`config.mk`:
```
export PLATFORM = sky130hd
export DESIGN_NAME = tmod_chan_ctrl
export DESIGN_NICKNAME = d
export VERILOG_FILES = /design/src/rtl/tmod_chan_ctrl.sv
export SDC_FILE = /design/constraint.sdc
export NUM_CORES = 1
export LEC_CHECK = 0
export ABC_AREA = 1
export CORE_MARGIN = 5
export CORE_UTILIZATION = 64
export DETAILED_ROUTE_END_ITERATION = 6
export GPL_TIMING_DRIVEN = 1
export PLACE_DENSITY = 0.89
export SLEW_MARGIN = 10
export SYNTH_ARGS = -nofsm -noshare
export SYNTH_HDL_FRONTEND = slang
export SYNTH_SLANG_ARGS = --single-unit
export TNS_END_PERCENT = 5
```
`constraint.sdc`:
```
create_clock -name clk -period 12.3 [get_ports clk]
set_input_delay 3.69 -clock clk [delete_from_list [all_inputs] [get_ports clk]]
set_output_delay 3.69 -clock clk [all_outputs]
set_load 0.03 [all_outputs]
```
`src/rtl/tmod_chan_ctrl.sv`:
```
// tmod_chan_ctrl: command-driven temperature channel controller.
// Holds per-channel samples, hi/lo thresholds and latched alarms. One command
// is in flight at a time: IDLE (accept) -> EXEC (one cycle) -> RESP (handshake).
module tmod_chan_ctrl #(
  parameter int NCHAN = 4,
  parameter int DW    = 8,
  parameter int CW    = $clog2(NCHAN)
) (
  input  logic                clk,
  input  logic                reset,
  input  logic                cmd_valid,
  output logic                cmd_ready,
  input  logic [2:0]          cmd_op,
  input  logic [CW-1:0]       cmd_chan,
  input  logic [DW-1:0]       cmd_opnd,
  output logic                rsp_valid,
  input  logic                rsp_ready,
  output logic [DW-1:0]       rsp_data,
  output logic [1:0]          rsp_status,
  input  logic [NCHAN*DW-1:0] temp_in,
  input  logic [NCHAN-1:0]    temp_stb,
  output logic [NCHAN-1:0]    alarm,
  output logic                irq
);

  localparam logic [2:0] OP_NOP         = 3'd0;
  localparam logic [2:0] OP_READ_TEMP   = 3'd1;
  localparam logic [2:0] OP_SET_HI      = 3'd2;
  localparam logic [2:0] OP_SET_LO      = 3'd3;
  localparam logic [2:0] OP_READ_ALARM  = 3'd4;
  localparam logic [2:0] OP_CLEAR_ALARM = 3'd5;
  localparam logic [2:0] OP_SET_HYST    = 3'd6;

  localparam logic [1:0] RS_OK        = 2'd0;
  localparam logic [1:0] RS_ERR_CHAN  = 2'd1;
  localparam logic [1:0] RS_ERR_OP    = 2'd2;
  localparam logic [1:0] RS_ERR_RANGE = 2'd3;

  typedef enum logic [1:0] {
    ST_IDLE = 2'd0,
    ST_EXEC = 2'd1,
    ST_RESP = 2'd2
  } state_t;

  state_t            state_r;
  state_t            state_nx_s;

  logic [2:0]        op_r;
  logic [CW-1:0]     chan_r;
  logic [DW-1:0]     opnd_r;

  logic [DW-1:0]     sample_r [NCHAN];
  logic [DW-1:0]     hi_r     [NCHAN];
  logic [DW-1:0]     lo_r     [NCHAN];
  logic [DW-1:0]     hyst_r;
  logic [NCHAN-1:0]  alarm_r;
  logic              irq_r;

  logic              cmd_ready_r;
  logic              rsp_valid_r;
  logic [DW-1:0]     rsp_data_r;
  logic [1:0]        rsp_status_r;

  logic [NCHAN-1:0]  chan_dec_s;
  logic              chan_ok_s;
  logic [DW-1:0]     sel_sample_s;
  logic [DW-1:0]     sel_hi_s;
  logic [DW-1:0]     sel_lo_s;
  logic              sel_set_s;
  logic              clr_ok_s;
  logic [NCHAN-1:0]  set_s;
  logic [NCHAN-1:0]  clr_s;

  logic              hi_we_s;
  logic              lo_we_s;
  logic              hyst_we_s;
  logic              clr_req_s;
  logic [DW-1:0]     data_nx_s;
  logic [1:0]        status_nx_s;

  // Out-of-window detection on incoming samples against the current thresholds.
  always_comb begin
    set_s = {NCHAN{1'b0}};
    for (int i = 0; i < NCHAN; i++) begin
      set_s[i] = temp_stb[i] &
                 ((temp_in[i*DW +: DW] > hi_r[i]) | (temp_in[i*DW +: DW] < lo_r[i]));
    end
  end

  // Decode the captured channel and mux out that channel's state.
  always_comb begin
    chan_dec_s   = {NCHAN{1'b0}};
    sel_sample_s = {DW{1'b0}};
    sel_hi_s     = {DW{1'b0}};
    sel_lo_s     = {DW{1'b0}};
    sel_set_s    = 1'b0;
    for (int i = 0; i < NCHAN; i++) begin
      if (chan_r == CW'(i)) begin
        chan_dec_s[i] = 1'b1;
        sel_sample_s  = sample_r[i];
        sel_hi_s      = hi_r[i];
        sel_lo_s      = lo_r[i];
        sel_set_s     = set_s[i];
      end else begin
        chan_dec_s[i] = 1'b0;
      end
    end
    chan_ok_s = |chan_dec_s;
  end

  // Clear window lo+hyst <= sample <= hi-hyst, evaluated in DW+1 bits so
  // neither side can wrap (sample+hyst <= hi is the wrap-free form of the upper bound).
  assign clr_ok_s = (({1'b0, sel_lo_s} + {1'b0, hyst_r}) <= {1'b0, sel_sample_s}) &&
                    (({1'b0, sel_sample_s} + {1'b0, hyst_r}) <= {1'b0, sel_hi_s});

  // Execute the captured command: response payload and write enables.
  always_comb begin
    data_nx_s   = {DW{1'b0}};
    status_nx_s = RS_OK;
    hi_we_s     = 1'b0;
    lo_we_s     = 1'b0;
    hyst_we_s   = 1'b0;
    clr_req_s   = 1'b0;
    if (state_r == ST_EXEC) begin
      case (op_r)
        OP_NOP: begin
          data_nx_s = {DW{1'b0}};
        end
        OP_READ_TEMP: begin
          if (!chan_ok_s) status_nx_s = RS_ERR_CHAN;
          else            data_nx_s   = sel_sample_s;
        end
        OP_SET_HI: begin
          if (!chan_ok_s) begin
            status_nx_s = RS_ERR_CHAN;
          end else if (opnd_r < sel_lo_s) begin
            status_nx_s = RS_ERR_RANGE;
          end else begin
            hi_we_s   = 1'b1;
            data_nx_s = opnd_r;
          end
        end
        OP_SET_LO: begin
          if (!chan_ok_s) begin
            status_nx_s = RS_ERR_CHAN;
          end else if (opnd_r > sel_hi_s) begin
            status_nx_s = RS_ERR_RANGE;
          end else begin
            lo_we_s   = 1'b1;
            data_nx_s = opnd_r;
          end
        end
        OP_READ_ALARM: begin
          data_nx_s[NCHAN-1:0] = alarm_r;
        end
        OP_CLEAR_ALARM: begin
          // A same-cycle alarm set on this channel wins and is reported as OK.
          if (!chan_ok_s) begin
            status_nx_s = RS_ERR_CHAN;
          end else if (sel_set_s) begin
            status_nx_s = RS_OK;
          end else if (clr_ok_s) begin
            clr_req_s = 1'b1;
          end else begin
            status_nx_s = RS_ERR_RANGE;
          end
        end
        OP_SET_HYST: begin
          hyst_we_s = 1'b1;
          data_nx_s = opnd_r;
        end
        default: begin
          status_nx_s = RS_ERR_OP;
        end
      endcase
    end else begin
      status_nx_s = RS_OK;
    end
  end

  assign clr_s = chan_dec_s & {NCHAN{clr_req_s}};

  // Command FSM next-state.
  always_comb begin
    state_nx_s = state_r;
    case (state_r)
      ST_IDLE: begin
        if (cmd_valid) state_nx_s = ST_EXEC;
        else           state_nx_s = ST_IDLE;
      end
      ST_EXEC: begin
        state_nx_s = ST_RESP;
      end
      ST_RESP: begin
        if (rsp_ready) state_nx_s = ST_IDLE;
        else           state_nx_s = ST_RESP;
      end
      default: begin
        state_nx_s = ST_IDLE;
      end
    endcase
  end

  // Command FSM state register.
  always_ff @(posedge clk or posedge reset) begin
    if (reset) state_r <= ST_IDLE;
    else       state_r <= state_nx_s;
  end

  // Capture the command fields on acceptance.
  always_ff @(posedge clk or posedge reset) begin
    if (reset) begin
      op_r   <= 3'd0;
      chan_r <= {CW{1'b0}};
      opnd_r <= {DW{1'b0}};
    end else if ((state_r == ST_IDLE) && cmd_valid) begin
      op_r   <= cmd_op;
      chan_r <= cmd_chan;
      opnd_r <= cmd_opnd;
    end
  end

  // Registered handshake flags and response payload loaded during EXEC.
  always_ff @(posedge clk or posedge reset) begin
    if (reset) begin
      cmd_ready_r  <= 1'b1;
      rsp_valid_r  <= 1'b0;
      rsp_data_r   <= {DW{1'b0}};
      rsp_status_r <= RS_OK;
    end else begin
      cmd_ready_r <= (state_nx_s == ST_IDLE);
      rsp_valid_r <= (state_nx_s == ST_RESP);
      if (state_r == ST_EXEC) begin
        rsp_data_r   <= data_nx_s;
        rsp_status_r <= status_nx_s;
      end
    end
  end

  // Per-channel samples, thresholds and the shared hysteresis.
  always_ff @(posedge clk or posedge reset) begin
    if (reset) begin
      for (int i = 0; i < NCHAN; i++) begin
        sample_r[i] <= {DW{1'b0}};
        hi_r[i]     <= {DW{1'b1}};
        lo_r[i]     <= {DW{1'b0}};
      end
      hyst_r <= {DW{1'b0}};
    end else begin
      for (int i = 0; i < NCHAN; i++) begin
        if (temp_stb[i])                sample_r[i] <= temp_in[i*DW +: DW];
        if (hi_we_s && chan_dec_s[i])   hi_r[i]     <= opnd_r;
        if (lo_we_s && chan_dec_s[i])   lo_r[i]     <= opnd_r;
      end
      if (hyst_we_s) hyst_r <= opnd_r;
    end
  end

  // Latched alarms (set has priority over clear) and the registered irq.
  always_ff @(posedge clk or posedge reset) begin
    if (reset) begin
      alarm_r <= {NCHAN{1'b0}};
      irq_r   <= 1'b0;
    end else begin
      alarm_r <= set_s | (alarm_r & ~clr_s);
      irq_r   <= |alarm_r;
    end
  end

  assign cmd_ready  = cmd_ready_r;
  assign rsp_valid  = rsp_valid_r;
  assign rsp_data   = rsp_data_r;
  assign rsp_status = rsp_status_r;
  assign alarm      = alarm_r;
  assign irq        = irq_r;

endmodule

```
Fig. 1: met1 routing
Bar = 50 µm.
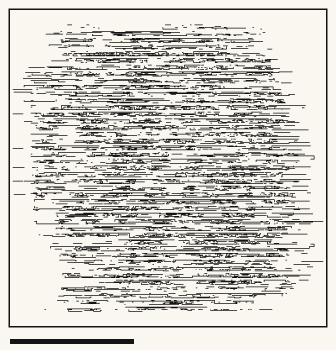
The wires run mostly horizontal. The layer carries 10,000 µm of wire. The longest straight run is 38.6 µm. The layer holds 38% of the routed length. 1,237 nets have wire on it.
vias post-DR: 8,064
met1 Use GR: 42.8%
final wirelength: 26,000 µm

Fig. 2: metal 2
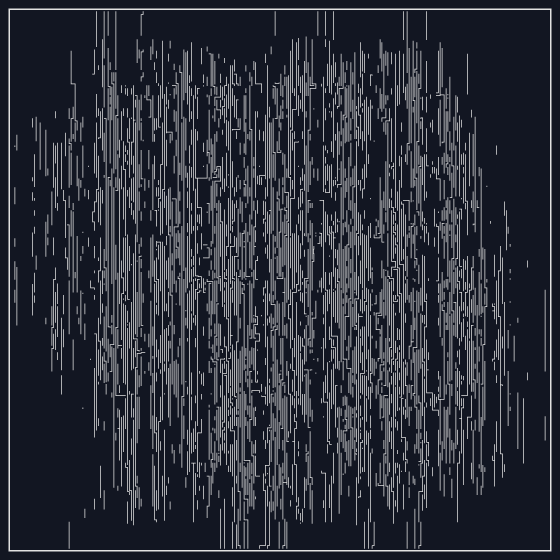
The wires run mostly vertical. The longest straight run is 42.8 µm. The layer holds 43% of the routed length. The layer carries 11,200 µm of wire. 1,087 nets have wire on it.
grt met2 use: 48.8%

Fig. 3: metal 3
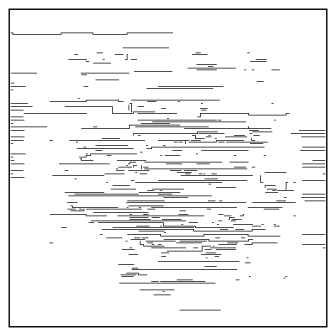
The layer holds 11% of the routed length. The longest straight run is 48.3 µm.

Fig. 4: met4 routing
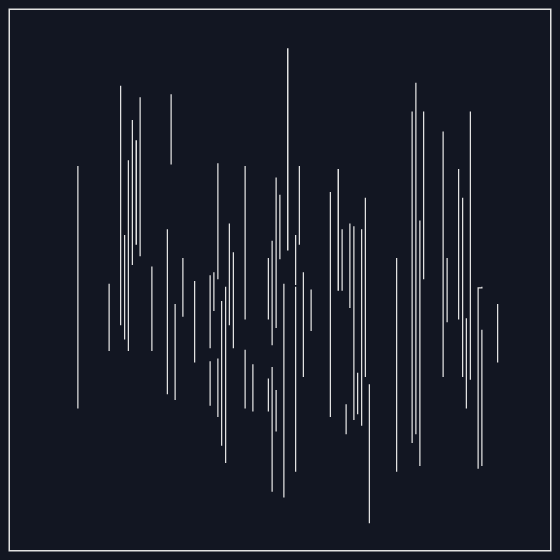
The layer holds 7.5% of the routed length. 53 nets have wire on it. The longest straight run is 83.0 µm.

## logic make-up after synthesis
| logic type | count (synthesis) |
|---|---|
| adder cells (fa/ha/maj) | 110 |
| AND-OR/OR-AND | 244 |
| XOR/XNOR | 12 |
| flip-flops | 136 |
| multiplexers | 14 |
| buffers and inverters | 205 |
| AND/OR/NAND/NOR | 379 |
## critical path: stages
cell	delay, ns
clkdlybuf4s50_1	0.48
ha_1	0.34
nand2_1	0.08
nor2_1	0.20
nand4_1	0.14
nand2_1	0.09
nand2_1	0.07
nand3_1	0.07
nand3_1	0.11
nor2_1	0.14
nand2_1	0.11
o21ai_0	0.20
nand2_1	0.08
## per-layer routing
layer	vias up	GRT usage, %	wire length (µm)
met4	0	22.2	1960
li1	3727	-	-
met1	3686	42.8	10000
met2	507	48.8	11200
met3	144	8.04	2850
met5	-	0	0
==> results.yml <==
# physical design summary
sta:
  worst_clock_skew_ns: 0.0116
  rsz0062_at_grt: "false"
  final.period_utilization_pct: 44.7
  fmax_mhz: 182
worst_setup_path:
  crit_required_ns: 12.61
synth:
  avgSynthCellArea_um2: 8.09
  synth_area_um2: 8890
  edf_count: 0
  ys_seq_share_pct: 38.7
  simple_gate_area_share_pct: 17.8
  synth_compound_gate_area_share_pct: 15.7
cells_and_area:
  seq_cells: 136
  final-comb-area_um2: 4630
  inverters: 176
  clock_buffers: 23
detailed_routing:
  wl_per_cell_um: 19.2
  dr.pass1.iters: 6
  route.detailed.drc: 0
job:
  maxCapViolCount: 0
grt:
  grt_overflow: 0
cts:
  cts_setup_buffers: 0
pwr:
  finalPower_uw: 2930
  peakVddDrop_v: 0.000244
floorplanning:
  floorplan.core_util_pct: 64.6
status:
  status: "finished clean"
placed_design:
  dpl_cell_area_um2: 9690
Power and IR drop assume default switching activity.
